[config.mk]
export PLATFORM = sky130hd
export DESIGN_NAME = io_input_conditioner_flat
export DESIGN_NICKNAME = d
export VERILOG_FILES = /design/src/rtl/io_input_conditioner_if.sv /design/src/rtl/io_input_conditioner.sv /design/src/flat_wrapper.sv
export SDC_FILE = /design/constraint.sdc
export NUM_CORES = 1
export LEC_CHECK = 0
export CAP_MARGIN = 20
export CELL_PAD_IN_SITES_DETAIL_PLACEMENT = 2
export CELL_PAD_IN_SITES_GLOBAL_PLACEMENT = 2
export CORE_MARGIN = 2
export CORE_UTILIZATION = 29
export DETAILED_ROUTE_END_ITERATION = 10
export PLACE_DENSITY_LB_ADDON = 0.3
export SYNTH_ARGS = -nofsm -noshare
export SYNTH_HDL_FRONTEND = slang
export SYNTH_SLANG_ARGS = --single-unit
[constraint.sdc]
create_clock -name io_clk -period 1.6 [get_ports io_clk]
set_input_delay 0.24 -clock io_clk [delete_from_list [all_inputs] [get_ports io_clk]]
set_output_delay 0.24 -clock io_clk [all_outputs]
set_load 0.02 [all_outputs]
[src/rtl/io_input_conditioner_if.sv]
// Switch-input bundle: raw asynchronous switch levels in, conditioned port words and change strobe out.
interface io_input_conditioner_if #(
    parameter int SW_W = 10
);
    logic [SW_W-1:0] sw_raw;
    logic [31:0]     in_port0;
    logic [31:0]     in_port1;
    logic            changed;

    modport master (output sw_raw, input in_port0, in_port1, changed);
    modport slave  (input sw_raw, output in_port0, in_port1, changed);
endinterface

[src/rtl/io_input_conditioner.sv]
// Board-switch front end: 2-flop synchronizer, tick-sampled per-bit debouncer,
// and a split into two zero-extended 32-bit input-port words with a change strobe.
module io_input_conditioner #(
    parameter int SW_W    = 10,
    parameter int FIELD_W = 5,
    parameter int DIV     = 50000,
    parameter int STABLE  = 4
) (
    input  logic                   io_clk,
    input  logic                   reset,
    io_input_conditioner_if.slave  bus
);
    localparam int CTR_W = (STABLE > 1) ? $clog2(STABLE) : 1;
    localparam int PS_W  = (DIV > 1) ? $clog2(DIV) : 1;

    generate
        if (FIELD_W > 32 || (SW_W - FIELD_W) > 32 || SW_W <= FIELD_W || FIELD_W < 1 ||
            DIV < 1 || STABLE < 1) begin : g_bad_params
            $error("io_input_conditioner: illegal parameter combination");
        end
    endgenerate

    logic [SW_W-1:0]  sync1;
    logic [SW_W-1:0]  sync2;
    logic [SW_W-1:0]  db;
    logic [SW_W-1:0]  db_next;
    logic [CTR_W-1:0] ctr      [SW_W];
    logic [CTR_W-1:0] ctr_next [SW_W];
    logic [PS_W-1:0]  cnt;
    logic             tick;
    logic             changed_r;

    assign tick = (cnt == PS_W'(DIV - 1));

    always_ff @(posedge io_clk) begin
        if (reset) begin
            sync1     <= '0;
            sync2     <= '0;
            db        <= '0;
            cnt       <= '0;
            changed_r <= 1'b0;
            for (int i = 0; i < SW_W; i++) ctr[i] <= '0;
        end else begin
            sync1     <= bus.sw_raw;
            sync2     <= sync1;
            cnt       <= tick ? '0 : cnt + PS_W'(1);
            db        <= db_next;
            changed_r <= (db_next != db);
            for (int i = 0; i < SW_W; i++) ctr[i] <= ctr_next[i];
        end
    end

    // A bit flips only after STABLE consecutive differing samples; any agreeing sample restarts it.
    always_comb begin
        db_next = db;
        for (int i = 0; i < SW_W; i++) ctr_next[i] = ctr[i];
        if (tick) begin
            for (int i = 0; i < SW_W; i++) begin
                if (sync2[i] == db[i]) begin
                    ctr_next[i] = '0;
                end else if (ctr[i] == CTR_W'(STABLE - 1)) begin
                    db_next[i]  = ~db[i];
                    ctr_next[i] = '0;
                end else begin
                    ctr_next[i] = ctr[i] + CTR_W'(1);
                end
            end
        end
    end

    assign bus.in_port0 = 32'(db[FIELD_W-1:0]);
    assign bus.in_port1 = 32'(db[SW_W-1:FIELD_W]);
    assign bus.changed  = changed_r;
endmodule

[src/flat_wrapper.sv]
// flat-port wrapper written by rule: the top's interface ports become plain ports
module io_input_conditioner_flat 
#(
    parameter int SW_W    = 10,
    parameter int FIELD_W = 5,
    parameter int DIV     = 50000,
    parameter int STABLE  = 4
)
  (io_clk, reset, bus_sw_raw, bus_in_port0, bus_in_port1, bus_changed);
  io_input_conditioner_if #(.SW_W(SW_W)) bus_i ();
  input  logic io_clk;
  input  logic reset;
  input wire logic [$bits(bus_i.sw_raw)-1:0] bus_sw_raw;
  output wire logic [$bits(bus_i.in_port0)-1:0] bus_in_port0;
  output wire logic [$bits(bus_i.in_port1)-1:0] bus_in_port1;
  output wire logic [$bits(bus_i.changed)-1:0] bus_changed;
  assign bus_i.sw_raw = bus_sw_raw;
  assign bus_in_port0 = bus_i.in_port0;
  assign bus_in_port1 = bus_i.in_port1;
  assign bus_changed = bus_i.changed;
  io_input_conditioner #(.SW_W(SW_W), .FIELD_W(FIELD_W), .DIV(DIV), .STABLE(STABLE)) u_core (.io_clk(io_clk), .reset(reset), .bus(bus_i));
endmodule
detail.png
Region (39, 61) to (69, 91) µm. Cells in grey, sequential cells in the stronger grey; small squares are vias.
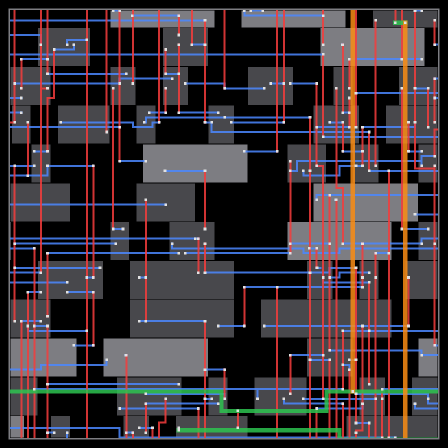
legend:
  orange:
    layer: metal 4
  red:
    layer: metal 2
  blue:
    layer: metal 1
  green:
    layer: metal 3
cells with their middle in the window: 45
netlist names of flops here include: u_core.ctr (4)
sequential cells in the window: 6
most frequent: dfxtp_1 (6), nand2_1 (5), a21oi_2 (5)

wires.png
Scale: 3 px per µm. Only two layers are drawn.
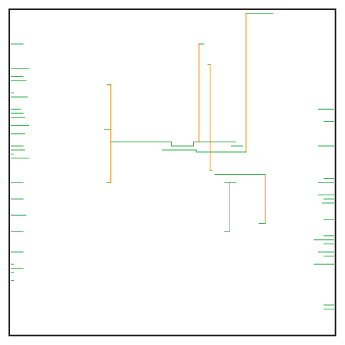
legend:
  green:
    layer: metal 3
    wire_length: 274 µm
  orange:
    layer: metal 4
    wire_length: 180 µm
overall global routing resource usage: 14.4%
via count: 2506
average wire per standard cell: 15.9 µm
final wirelength: 8.78 mm

layer_met1.png
Scale: 3 px per µm. Supply wires on this layer in grey.
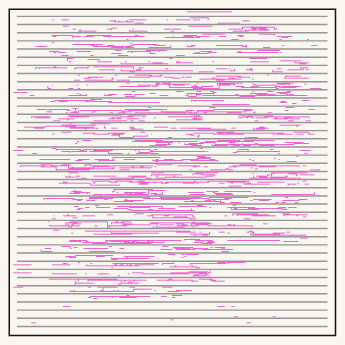
wire length on this layer: 3730 µm
nets with wire on the layer: 370
main direction: horizontal
share of all routed wire: 42%
longest straight run: 35.0 µm
met1 Track Usage GR: 18.0%

==> job_summary.md <==
### Metrics collected by this job

| Metric | Value |
|---|---|
| Kind of end point of the critical path | `flop` |
| Setup TNS Final | `-0.0457 ns` |
| Yosys top cell area share | `between 40% and 50%` |
| Number of rows created at floorplan | `38` |
| Number of instances in the synthesized netlist | `about 360` |
| Root Driver | `clkbuf_8` |
| Number of setup buffers added after CTS | `0` |
| Power after layout | `~3.8 mW` |
| Power per unit of standard cell area | `roughly 900 nW/µm²` |
| Via density per instance | `approximately 4.5` |
| Violations in the final reports | `negative setup slack` |
| Metal-1 WL | `about 3.7 mm` |
| Sequential share of cell area | `between 30% and 40%` |
| Unique masters post-synth | `36` |
| Leakage power summed over all cells | `around 1.7 nW` |
| Non-clock buffering overhead | `approximately 14%` |
| Filler cell count | `~1200` |
| Non-Filler Cell Area, Final | `4240 µm²` |
| Top routing layer in use | `met4` |
| Part of the cycle the worst path needs | `103%` |
| Half-perimeter wire length after detailed placement | `~5.2 mm` |
| Placed Area | `3510 µm²` |
| Area taken by flip-flops and latches | `~1300 µm²` |
| Yosys Chip Area | `3150 µm²` |
| Most frequent cell after synthesis | `dfxtp_1` |
| Worst setup timing slack at the placement stage | `-0.0406 ns` |
| Worst R2R Path Depth | `7` |
| Cell depth of the worst hold path | `3` |
| Count of unresolved DRC violations after routing | `0` |
| Count of port buffers added during placement | `22` |
| WL met3 | `273 µm` |
| Flip-flops | `about 67` |
| Clock transition at the registers of the reported paths | `0.08 ns` |
| Post-synth ARST share | `0%` |
| Synthesis-to-layout area growth | `34.7%` |
| CP max FO | `7` |
| Clock tree from TritonCTS | `built` |
| Antenna violations before repair | `0` |
| Critical path's top delay family | `simple AND/OR/NAND/NOR gates` |
| Detailed Route Iter0 Violations | `around 70` |
| Global-route wire length before repair | `~13 mm` |
| Num Clock Sinks | `about 67` |
| Well-tap cell count | `between 100 and 150` |
| Non-CTS inverters | `15` |
| Number of global-route vias before repair | `roughly 2600` |
| Startpoint type of the worst setup path | `flop` |
| Commonest cells post-synth | `dfxtp_1, buf_4, nand3_1, a21oi_1` |
| Status | `complete, but fails checks` |
| Mapped cell area | `3150 µm²` |
| Number of hold violations in the final report | `0` |
| Final Net Count | `432` |
| Final setup violation count | `3` |
| Setup slack after layout | `-0.0429 ns` |
| End point of the most critical hold path | `u_core.cnt[2]` |
| Number of ports placed on the die boundary | `77` |
| Startpoint-to-endpoint class of the critical path | `flop to flop` |
logic_types.png
Scale: 4 px per µm.
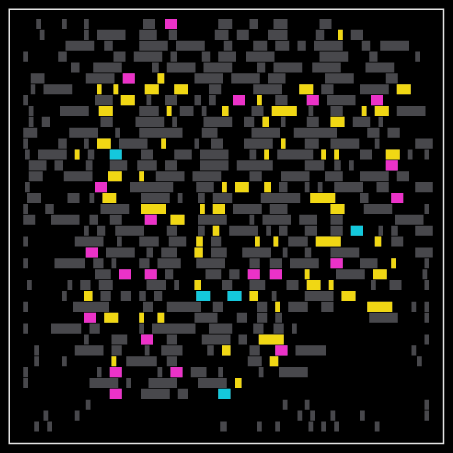
legend:
  magenta:
    family: XOR/XNOR gates
    cells: 21
    where: all over the die
  cyan:
    family: AND-OR and OR-AND gates
    cells: 5
  yellow:
    family: NAND gates
    cells: 64
multi-input logic portion of the cell area: 42.7%
Commonest Layout Cell: dfxtp_1
final standard cell count with taps included and fillers excluded: 553

congestion.png
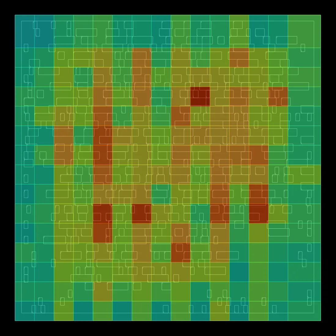
met3 Track Usage GR: 2.17%
fin util: 39.6%

## cells by family (layout without fill, tap and decap cells)
| kind of cell | Yosys count | in the layout | share of synthesized area (%) |
|---|---|---|---|
| compound gates | 52 | 52 | 9.46 |
| buf+inv | 83 | 84 | 16.6 |
| flops | 67 | 67 | 42.6 |
| other cells | 1 | 54 | 0.119 |
| simple gates | 124 | 124 | 21.0 |
| xor+xnor | 21 | 21 | 5.84 |
| fa+ha+maj | 11 | 11 | 4.37 |
## sequential cells by signal (all words and copies together) (netlist names)
name,flops
u_core.bus.changed,1
u_core.cnt,16
u_core.ctr,20
u_core.db,10
u_core.sync1,10
u_core.sync2,10
## where the power goes
group	total [mW]	switching [mW]	internal, mW
Sequential	1.72	0.0187	1.70
Combinational	0.246	0.181	0.0646
Clock	1.88	0.684	1.19
Total	3.84	0.884	2.95
No activity file was given, so power comes from the tool's default toggle rates.
